<file path="src/rtl/commit_if.sv">
// commit_if: ROB-head retirement inputs and architectural-effect outputs of the commit stage
interface commit_if;
   logic        in_valid;
   logic [31:0] in_value;
   logic [4:0]  in_rd;
   logic [31:0] in_PC;
   logic [31:0] in_miss_addr;
   logic [2:0]  in_exception;
   logic [2:0]  in_instr_type;
   logic        out_rf_we;
   logic [4:0]  out_rf_rd;
   logic [31:0] out_rf_value;
   logic        out_store_commit;
   logic        out_flush;
   logic        out_redirect;
   logic [31:0] out_redirect_PC;
   logic [31:0] out_rm0;
   logic [31:0] out_rm1;
   logic [2:0]  out_rm2;
   logic        out_busy;
   logic [31:0] out_instret;
   modport master (
      output in_valid, in_value, in_rd, in_PC, in_miss_addr, in_exception, in_instr_type,
      input  out_rf_we, out_rf_rd, out_rf_value, out_store_commit, out_flush, out_redirect,
             out_redirect_PC, out_rm0, out_rm1, out_rm2, out_busy, out_instret
   );
   modport slave (
      input  in_valid, in_value, in_rd, in_PC, in_miss_addr, in_exception, in_instr_type,
      output out_rf_we, out_rf_rd, out_rf_value, out_store_commit, out_flush, out_redirect,
             out_redirect_PC, out_rm0, out_rm1, out_rm2, out_busy, out_instret
   );
endinterface

</file>
<file path="src/rtl/commit_unit.sv">
// commit_unit: in-order retirement with exception capture, pipeline flush and fetch redirect
module commit_unit #(
   parameter logic [31:0] EXC_VECTOR   = 32'h0000_2000,
   parameter int          FLUSH_CYCLES = 2
) (
   input logic     clk,
   input logic     reset,
   commit_if.slave bus
);
   typedef enum logic [1:0] {RUN, FLUSH, REDIRECT} state_t;
   state_t      state, next_state;
   logic [3:0]  cnt, cnt_n;
   logic        retire, fault, rf_we_n, store_n;
   logic        rf_we, store_commit, flush, redirect, busy;
   logic [4:0]  rf_rd;
   logic [31:0] rf_value, redirect_pc, rm0, rm1, instret;
   logic [2:0]  rm2;
   // state register plus every output, registered so effects land one cycle after the entry
   always_ff @(posedge clk or posedge reset)
      if (reset) begin
         state        <= RUN;
         cnt          <= '0;
         rf_we        <= 1'b0;
         rf_rd        <= '0;
         rf_value     <= '0;
         store_commit <= 1'b0;
         flush        <= 1'b0;
         redirect     <= 1'b0;
         redirect_pc  <= '0;
         busy         <= 1'b0;
         rm0          <= '0;
         rm1          <= '0;
         rm2          <= '0;
         instret      <= '0;
      end else begin
         state        <= next_state;
         cnt          <= cnt_n;
         rf_we        <= rf_we_n;
         rf_rd        <= bus.in_rd;
         rf_value     <= bus.in_value;
         store_commit <= store_n;
         flush        <= next_state == FLUSH;
         redirect     <= next_state == REDIRECT;
         redirect_pc  <= next_state == REDIRECT ? EXC_VECTOR : '0;
         busy         <= next_state != RUN;
         instret      <= instret + {31'b0, retire};
         if (fault) begin
            rm0 <= bus.in_PC;
            rm1 <= bus.in_miss_addr;
            rm2 <= bus.in_exception;
         end
      end
   // next state: the flush counter starts one below the hold length so the redirect lands on time
   always_comb begin
      next_state = state;
      cnt_n      = cnt;
      if (state == RUN) begin
         if (fault) begin
            next_state = FLUSH;
            cnt_n      = 4'(FLUSH_CYCLES - 1);
         end
      end else if (state == FLUSH) begin
         if (cnt == 4'd0) next_state = REDIRECT;
         else cnt_n = cnt - 4'd1;
      end else next_state = RUN;
   end
   // entry decode: only entries presented in RUN have any effect; x0 is never written
   always_comb begin
      retire  = state == RUN && bus.in_valid && bus.in_exception == 3'd0;
      fault   = state == RUN && bus.in_valid && bus.in_exception != 3'd0;
      rf_we_n = retire && bus.in_instr_type <= 3'd2 && bus.in_rd != 5'd0;
      store_n = retire && bus.in_instr_type == 3'd3;
   end
   assign bus.out_rf_we        = rf_we;
   assign bus.out_rf_rd        = rf_rd;
   assign bus.out_rf_value     = rf_value;
   assign bus.out_store_commit = store_commit;
   assign bus.out_flush        = flush;
   assign bus.out_redirect     = redirect;
   assign bus.out_redirect_PC  = redirect_pc;
   assign bus.out_rm0          = rm0;
   assign bus.out_rm1          = rm1;
   assign bus.out_rm2          = rm2;
   assign bus.out_busy         = busy;
   assign bus.out_instret      = instret;
endmodule

</file>
<file path="src/flat_wrapper.sv">
// flat-port wrapper written by rule: the top's interface ports become plain ports
module commit_unit_flat 
#(
   parameter logic [31:0] EXC_VECTOR   = 32'h0000_2000,
   parameter int          FLUSH_CYCLES = 2
)
  (clk, reset, bus_in_valid, bus_in_value, bus_in_rd, bus_in_PC, bus_in_miss_addr, bus_in_exception, bus_in_instr_type, bus_out_rf_we, bus_out_rf_rd, bus_out_rf_value, bus_out_store_commit, bus_out_flush, bus_out_redirect, bus_out_redirect_PC, bus_out_rm0, bus_out_rm1, bus_out_rm2, bus_out_busy, bus_out_instret);
  commit_if bus_i ();
  input logic clk;
  input logic reset;
  input wire logic [$bits(bus_i.in_valid)-1:0] bus_in_valid;
  input wire logic [$bits(bus_i.in_value)-1:0] bus_in_value;
  input wire logic [$bits(bus_i.in_rd)-1:0] bus_in_rd;
  input wire logic [$bits(bus_i.in_PC)-1:0] bus_in_PC;
  input wire logic [$bits(bus_i.in_miss_addr)-1:0] bus_in_miss_addr;
  input wire logic [$bits(bus_i.in_exception)-1:0] bus_in_exception;
  input wire logic [$bits(bus_i.in_instr_type)-1:0] bus_in_instr_type;
  output wire logic [$bits(bus_i.out_rf_we)-1:0] bus_out_rf_we;
  output wire logic [$bits(bus_i.out_rf_rd)-1:0] bus_out_rf_rd;
  output wire logic [$bits(bus_i.out_rf_value)-1:0] bus_out_rf_value;
  output wire logic [$bits(bus_i.out_store_commit)-1:0] bus_out_store_commit;
  output wire logic [$bits(bus_i.out_flush)-1:0] bus_out_flush;
  output wire logic [$bits(bus_i.out_redirect)-1:0] bus_out_redirect;
  output wire logic [$bits(bus_i.out_redirect_PC)-1:0] bus_out_redirect_PC;
  output wire logic [$bits(bus_i.out_rm0)-1:0] bus_out_rm0;
  output wire logic [$bits(bus_i.out_rm1)-1:0] bus_out_rm1;
  output wire logic [$bits(bus_i.out_rm2)-1:0] bus_out_rm2;
  output wire logic [$bits(bus_i.out_busy)-1:0] bus_out_busy;
  output wire logic [$bits(bus_i.out_instret)-1:0] bus_out_instret;
  assign bus_i.in_valid = bus_in_valid;
  assign bus_i.in_value = bus_in_value;
  assign bus_i.in_rd = bus_in_rd;
  assign bus_i.in_PC = bus_in_PC;
  assign bus_i.in_miss_addr = bus_in_miss_addr;
  assign bus_i.in_exception = bus_in_exception;
  assign bus_i.in_instr_type = bus_in_instr_type;
  assign bus_out_rf_we = bus_i.out_rf_we;
  assign bus_out_rf_rd = bus_i.out_rf_rd;
  assign bus_out_rf_value = bus_i.out_rf_value;
  assign bus_out_store_commit = bus_i.out_store_commit;
  assign bus_out_flush = bus_i.out_flush;
  assign bus_out_redirect = bus_i.out_redirect;
  assign bus_out_redirect_PC = bus_i.out_redirect_PC;
  assign bus_out_rm0 = bus_i.out_rm0;
  assign bus_out_rm1 = bus_i.out_rm1;
  assign bus_out_rm2 = bus_i.out_rm2;
  assign bus_out_busy = bus_i.out_busy;
  assign bus_out_instret = bus_i.out_instret;
  commit_unit #(.EXC_VECTOR(EXC_VECTOR), .FLUSH_CYCLES(FLUSH_CYCLES)) u_core (.clk(clk), .reset(reset), .bus(bus_i));
endmodule
</file>
<file path="config.mk">
export PLATFORM = sky130hd
export DESIGN_NAME = commit_unit_flat
export DESIGN_NICKNAME = d
export VERILOG_FILES = /design/src/rtl/commit_if.sv /design/src/rtl/commit_unit.sv /design/src/flat_wrapper.sv
export SDC_FILE = /design/constraint.sdc
export NUM_CORES = 1
export LEC_CHECK = 0
export CELL_PAD_IN_SITES_DETAIL_PLACEMENT = 0
export CELL_PAD_IN_SITES_GLOBAL_PLACEMENT = 1
export CORE_MARGIN = 8
export CORE_UTILIZATION = 33
export CTS_BUF_LIST = sky130_fd_sc_hd__clkbuf_16
export CTS_CLUSTER_DIAMETER = 80
export DETAILED_ROUTE_END_ITERATION = 7
export HOLD_SLACK_MARGIN = 0.05
export PLACE_DENSITY = 0.95
export RECOVER_POWER = 100
export SLEW_MARGIN = 15
export SYNTH_ARGS = -nofsm -noshare
export SYNTH_HDL_FRONTEND = slang
export SYNTH_SLANG_ARGS = --single-unit
</file>
<file path="constraint.sdc">
create_clock -name clk -period 8.5 [get_ports clk]
set_input_delay 1.7 -clock clk [delete_from_list [all_inputs] [get_ports clk]]
set_output_delay 1.7 -clock clk [all_outputs]
set_load 0.03 [all_outputs]
</file>
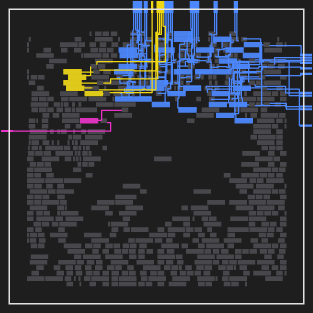
*Port wiring, run 1*
Drawn at 2 px/um.
Key: bus_out_instret = blue [bits 32, direction output, end cells 32, buffers 32, wire 1780 um]; bus_out_redirect = magenta [bits 1, direction output, end cells 1, buffers 1, wire 73.1 um]; bus_out_rf_rd = yellow [bits 5, direction output, end cells 5, buffers 5, wire 345 um]

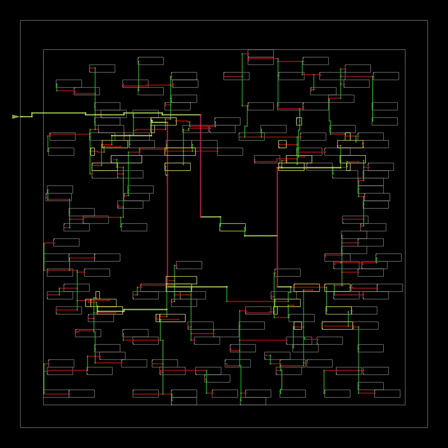
*The clock network, run 1*
Inserted Clock Buffers: 17
registers: 147
# clk buffers: 17

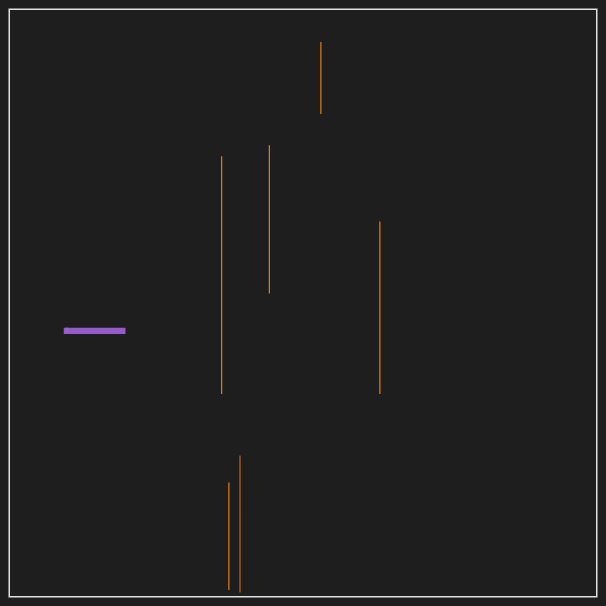
*Metal layers overlaid, run 1*
Drawn at 4 px/um. Two of the layers only.
Key: metal 4 = orange [wire length 218 um]; metal 5 = purple [wire length 13.8 um]

==> run summary, run 1 <==
run metrics: final hold vios 0, hold path cells 1, critical path's largest stage delay 0.73 ns, CTS tree built, DRC violations left 0, via count 3917, Worst Setup Start Kind input pin, crit path DRT 8.79 ns, Yosys Chip Area 5620 sq um, # IOs 283, Die H 147 um, Nets 759, Netlist cell types 40, asr flop ratio synth 1.00, largest net degree at the start of global routing 88, GRT Overall Usage 0.144, # Max-Cap Violations 1, Crit. path cell count 8, Worst Hold End u_core.bus.out_instret[31]$_DFF_PP0_, post-CTS setup buffers 0, worst r2r path cells 7, status complete, but fails checks, Row Count 47, first-pass GRT wire length 24500 um, HP Start u_core.bus.out_instret[31]$_DFF_PP0_, worst min-delay path class reg2reg, Max Slew Vio Count 62, vias in the first global route 4363, hold_buf cts 0, Fmax achieved 0.222 GHz, clk slew on worst S/H paths 0.05 ns, gpl congestion 0.786, Vias/cell 4.47, Wirelength per Cell 17.6 um, Root Driver clkbuf_16, Hold Slack 0.482 ns, Buffers & Inverters on Critical Path 3, failing checks capacitance limit, slew limit, Die Wd 147 um, core area 16600 sq um, worst-path cell chain dlygate4sd3_1 > or3b_1 > nor2_1 > buf_4 > nor2_1 > inv_1 > o21ai_0 > a22o_1, Routed Antenna Nets 0, fp_density 0.338, number of enable flip-flop cells 0, Tightest Pin Transition 2.67 ns, r2r startpoint u_core.state[1]$_DFF_PP0_, register area share after synthesis 0.654, Worst setup EP type register, Syn-to-layout area delta 56.7%, critical path's slowest cell nor2_1, kind of critical path in2reg, VDD IR max 0.000192 V, final worst path period need 4.50 ns, antenna violations before repair 1, DRT iter0 DRCs 116, CP Launch Point bus_in_valid, YS warnings 0, critical path endpoint u_core.cnt[2]$_DFFE_PP0P_, DRT Pass-1 Iters 4, ys cells 385, CTS Buffer Depth 2, WL final 15400 um, Log Warnings 28, Port Buffers 251, relative slew slack -0.791, r2r setup slk 5.43 ns, fin crit share 0.530, total gr overflow 0, RSZ-0062 raised after global routing no, ANT cells 0, setup TNS 0 ns, Lkg Pwr 3.96 nW, clock tree sinks 147, layout cell share with drive strength beyond 1 0.157, Pwr Density 325 nW/um^2, Setup Skew 0.0141 ns, DP Wirelength 12100 um, ys flop type dfrtp_1, Synth flops 147, Max H-tree Level 4, clock latency on the worst-skew pair 0.41 ns, reg-to-reg endpoint u_core.cnt[2]$_DFFE_PP0P_, syn_area_per_cell 14.6 sq um, Die ar. 21500 sq um, final setup fails 0, post_cts resized 0, Syn Inst Count 385, Critical Path AT 4.80 ns, Max Fanout on Critical Path 56, CP top delay family buffers and inverters, most used cell, CP nor2_1, Synth Cell Area 5620 sq um
run 1: synthesized netlist by cell type, types with 2 or more instances:
master      n  area, sq um
dfrtp_1   147         3680
mux2_2     66          743
buf_4      37          278
xnor2_1    16          140
xor2_1     14          123
nand3_1    12         60.1
nand2_1    11         41.3
nand4_1     8         50.1
nor2_1      8         30.0
nor3_1      8         40.0
inv_1       7         26.3
ha_1        5         62.6
and3_1      4         25.0
and4_2      4         40.0
nor4_1      4         25.0
clkbuf_1    3         11.3
o21ai_0     3         15.0
a21oi_1     2         10.0
and3b_1     2         17.5
and4_1      2         17.5
buf_2       2         10.0
or4_1       2         15.0
run 1: cells by family (layout without fill, tap and decap cells):
group | after synthesis | count (layout) | share of synthesized area
simple gates | 77 | 77 | 0.0841
buf+inv | 50 | 292 | 0.0599
fa+ha+maj | 5 | 5 | 0.0111
compound gates | 9 | 9 | 0.0109
flops | 147 | 147 | 0.654
xor+xnor | 30 | 30 | 0.0467
other cells | 1 | 31 | 0.000667
mux | 66 | 66 | 0.132
run 1: metrics by stage:
stage	power, mW	setup slack, ns	instance area [sq um]	std cells	utilization
floorplan	1.70	2.85	5730	415	-
global placement	2.19	4.19	8240	845	0.495
detailed placement	2.22	4.03	8240	845	0.495
CTS	2.99	4.48	8840	877	0.531
global route	3.01	3.73	8810	877	0.529
finish	2.87	4.00	8810	877	0.529
run 1: sequential cells by signal, summed over array words and instances (netlist names), 2 cells and up:
name and count:
u_core.bus.out_instret 32, u_core.bus.out_rf_rd 5, u_core.bus.out_rf_value 32, u_core.bus.out_rm0 32
u_core.bus.out_rm1 32, u_core.bus.out_rm2 3, u_core.cnt 4, u_core.state 2
run 1: area by class of cell:
type                            count  area, sq um
Clock inverter                     15          173
Fill cell                        1412         7830
Inverter                            7         27.5
Multi-Input combinational cell    218         1700
Sequential cell                   147         3680
Clock buffer                       17          425
Tap cell                          220          275
Timing Repair Buffer              253         2530
run 1: metal layers:
| metal | vias up | global-route usage | wire (um) |
|---|---|---|---|
| met5 | - | 0 | 13 |
| met4 | 2 | 0.0448 | 217 |
| met3 | 16 | 0.0630 | 1360 |
| met2 | 184 | 0.247 | 7830 |
| met1 | 1925 | 0.158 | 5980 |
| li1 | 1790 | - | - |
run 1: cells in the final DEF, fill, tap and decap left out, types with 2 or more instances in the layout:
cell type / instances
nand2_1: 11
and4_2: 4
a21oi_1: 2
clkinvlp_4: 2
nand3_1: 12
clkbuf_16: 17
clkdlybuf4s50_1: 69
ha_1: 5
and3b_1: 2
xor2_1: 14
xnor2_1: 16
nor3_1: 8
nor2_1: 8
inv_1: 8
mux2_2: 66
nand4_1: 8
o21ai_0: 3
dfrtp_1: 147
dlygate4sd3_1: 182
or4_1: 2
and4_1: 2
nor4_1: 6
bufinv_16: 4
conb_1: 31
clkinv_1: 4
and3_1: 4
clkinv_2: 3
run 1: where the power goes:
part / switching, mW / internal (mW)
combinational: 0.647 / 0.466
clock: 0.273 / 0.483
sequential: 0.0991 / 0.899
total: 1.02 / 1.85
==> run 1 -> run 2 <==
--- a/config.mk
+++ b/config.mk
@@ -8,12 +8,12 @@
 export CELL_PAD_IN_SITES_DETAIL_PLACEMENT = 0
 export CELL_PAD_IN_SITES_GLOBAL_PLACEMENT = 1
 export CORE_MARGIN = 8
-export CORE_UTILIZATION = 33
+export CORE_UTILIZATION = 28
 export CTS_BUF_LIST = sky130_fd_sc_hd__clkbuf_16
 export CTS_CLUSTER_DIAMETER = 80
 export DETAILED_ROUTE_END_ITERATION = 7
 export HOLD_SLACK_MARGIN = 0.05
-export PLACE_DENSITY = 0.95
+export PLACE_DENSITY = 0.87
 export RECOVER_POWER = 100
 export SLEW_MARGIN = 15
 export SYNTH_ARGS = -nofsm -noshare
==> constraint.sdc (replaced) <==
create_clock -name clk -period 3.85 [get_ports clk]
set_input_delay 0.77 -clock clk [delete_from_list [all_inputs] [get_ports clk]]
set_output_delay 0.77 -clock clk [all_outputs]
set_load 0.03 [all_outputs]
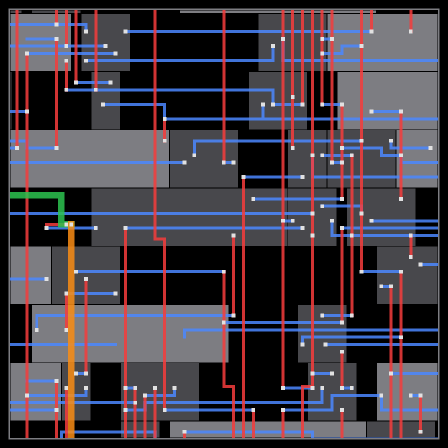
*Zoomed window, run 2*
Window x 108 to 128, y 108 to 128 um. Cells in gray, sequential cells in the stronger gray; small squares are vias.
Key: metal 1 = blue; metal 4 = orange; metal 3 = green; metal 2 = red
Most frequent: dfrtp_1 (4), xor2_1 (3). Netlist names of flops here include u_core.bus.out_instret (4). Sequential cells in the window: 4. 20 logic cells have their middle in the window.

==> run 2 against run 1 <==
Net effect: the flow still finishes with violations (capacitance limit, slew limit); flip-flop count stayed put; sequential power is 120% higher; wire length is 0.61% higher; worst hold slack worse by 0.014 ns; design area is 0.27% higher; combinational power is 120% higher; synthesized cell count stayed put.
==> run summary, run 2 <==
run metrics: status complete, but fails checks, failing checks capacitance limit, slew limit, clock latency on the worst-skew pair 0.41 ns, setup TNS 0 ns, Critical Path AT 3.44 ns, ANT cells 0, CTS tree built, Wirelength per Cell 16.7 um, Worst setup EP type register, antenna violations before repair 0, Syn Inst Count 385, vias in the first global route 4009, Top-area cell share 0.654, Synth Cell Area 5620 sq um, relative slew slack -0.335, kind of critical path in2reg, clock tree sinks 147, Routed Antenna Nets 0, VDD IR max 0.000466 V, top cells by count 147 x dfrtp_1, 66 x mux2_2, 37 x buf_4, 16 x xnor2_1, 14 x xor2_1, DRT Pass-1 Iters 4, final hold vios 0, Yosys Chip Area 5620 sq um, hold_buf cts 0, most common logic cells in the final layout 182 x dlygate4sd3_1, 147 x dfrtp_1, 69 x clkdlybuf4s50_1, register area share after synthesis 0.654, Worst Setup Start Kind input pin, RSZ-0062 raised after global routing no, GRT Overall Usage 0.122, Setup Skew 0.00850 ns, gpl congestion 0.740, largest net degree at the start of global routing 148, Lkg Pwr 3.93 nW, post_cts resized 0, Tot Pwr 6.18 mW, DRC violations left 0, Log Warnings 30, Max Fanout on Critical Path 55, Vias/cell 4.17, Inserted Clock Buffers 17, post-CTS setup buffers 0, Tightest Pin Transition 2.00 ns, DRT iter0 DRCs 189, Hold Slack 0.467 ns, Nets 760, Die ar. 24900 sq um, ys flop type dfrtp_1, Area contributors post-synth dfrtp_1 65%, mux2_2 13%, buf_4 4.9%, final worst path period need 3.15 ns, first-pass GRT wire length 23100 um, fill count 1878, CTS Buffer Depth 2, fp_density 0.281, critical path's largest stage delay 0.92 ns, crit path DRT 4.14 ns, Netlist cell types 40, Die H 158 um, highest-count logic cell in the final layout dlygate4sd3_1, fin crit share 0.817, worst min-delay path class reg2reg, critical path's slowest cell nor2_1, total gr overflow 0, Root Driver clkbuf_16, syn_area_per_cell 14.6 sq um, ys cells 385, Max Slew Vio Count 148, core area 20000 sq um, Die Wd 158 um, cell area after placement 8330 sq um, final setup fails 0, # IOs 283, YS warnings 0, DP Wirelength 11700 um, Max H-tree Level 4, post-route cell area 8830 sq um, Port Buffers 251, worst-path cell chain dlygate4sd3_1 > or3b_1 > nor2_1 > buf_12 > mux2_2, asr flop ratio synth 1.00, Pwr Density 700 nW/um^2, Fmax achieved 0.318 GHz, layout cell share with drive strength beyond 1 0.164, Non-Filler Instances 927, # Max-Cap Violations 1, clk slew on worst S/H paths 0.06 ns, Row Count 52, number of enable flip-flop cells 0, Inst Count DP 896, most frequent cell after synthesis dfrtp_1, WL final 15500 um, Syn-to-layout area delta 57.1%, via count 3867, Synth flops 147, Synth area leader dfrtp_1
[run 2: worst max-delay path: cells and delay by family]
kind,cells,cell delay (ns)
AND/OR/NAND/NOR,2,1.30
multiplexers,1,0.38
buffers and inverters,2,0.93
[run 2: metrics by stage]
stage / setup WS, ns / util
after floorplan: 1.23 / -
after global placement: 0.374 / 0.417
after detailed placement: 0.303 / 0.417
after global routing: 0.509 / 0.442
after CTS: 0.737 / 0.444
final: 0.703 / 0.442
[run 2: routing by layer]
metal	up-vias	GRT usage	part of all wire
met2	149	0.212	0.51
met1	1910	0.138	0.39
met5	-	0	0
met4	0	0.0399	0.013
met3	14	0.0418	0.090
li1	1794	-	-
[run 2: cells by family (layout without fill, tap and decap cells)]
| kind of cell | after synthesis | after routing | share of synthesized area |
|---|---|---|---|
| DFF | 147 | 147 | 0.654 |
| other | 1 | 31 | 0.000667 |
| AOI/OAI and AO/OA | 9 | 9 | 0.0109 |
| and+or+nand+nor | 77 | 77 | 0.0841 |
| muxes | 66 | 66 | 0.132 |
| xor gates and xnor gates | 30 | 30 | 0.0467 |
| adders and majority gates | 5 | 5 | 0.0111 |
| buffers and inverters | 50 | 292 | 0.0599 |
[run 2: area by class of cell]
class | instances | area (sq um) | area share
Clock buffer | 17 | 425 | 0.0482
Clock inverter | 14 | 119 | 0.0135
Inverter | 7 | 30.0 | 0.00340
Tap cell | 270 | 338 | 0.0382
Sequential cell | 147 | 3680 | 0.416
Timing Repair Buffer | 254 | 2540 | 0.288
Multi-Input combinational cell | 218 | 1700 | 0.192
[run 2: final timing paths]
path,depth (start not counted),slack [ns],end,start
max reg2reg,4,1.20,u_core.bus.out_rm0[9]$_DFFE_PP0P_,u_core.state[1]$_DFF_PP0_
max,5,0.70,u_core.bus.out_rm0[9]$_DFFE_PP0P_,bus_in_valid
min in group asynchronous,3,1.61,u_core.bus.out_rf_value[25]$_DFF_PP0_,reset
min,1,0.47,u_core.bus.out_instret[31]$_DFF_PP0_,u_core.bus.out_instret[31]$_DFF_PP0_
min reg2reg,1,0.47,u_core.bus.out_instret[31]$_DFF_PP0_,u_core.bus.out_instret[31]$_DFF_PP0_
max in group asynchronous,3,1.03,u_core.cnt[0]$_DFFE_PP0P_,reset
[run 2: report_power, final]
| group | internal [mW] | switching (mW) |
|---|---|---|
| registers | 1.98 | 0.203 |
| logic | 1.04 | 1.43 |
| clock network | 0.839 | 0.695 |
| total | 3.86 | 2.32 |
Power and IR drop assume default switching activity.
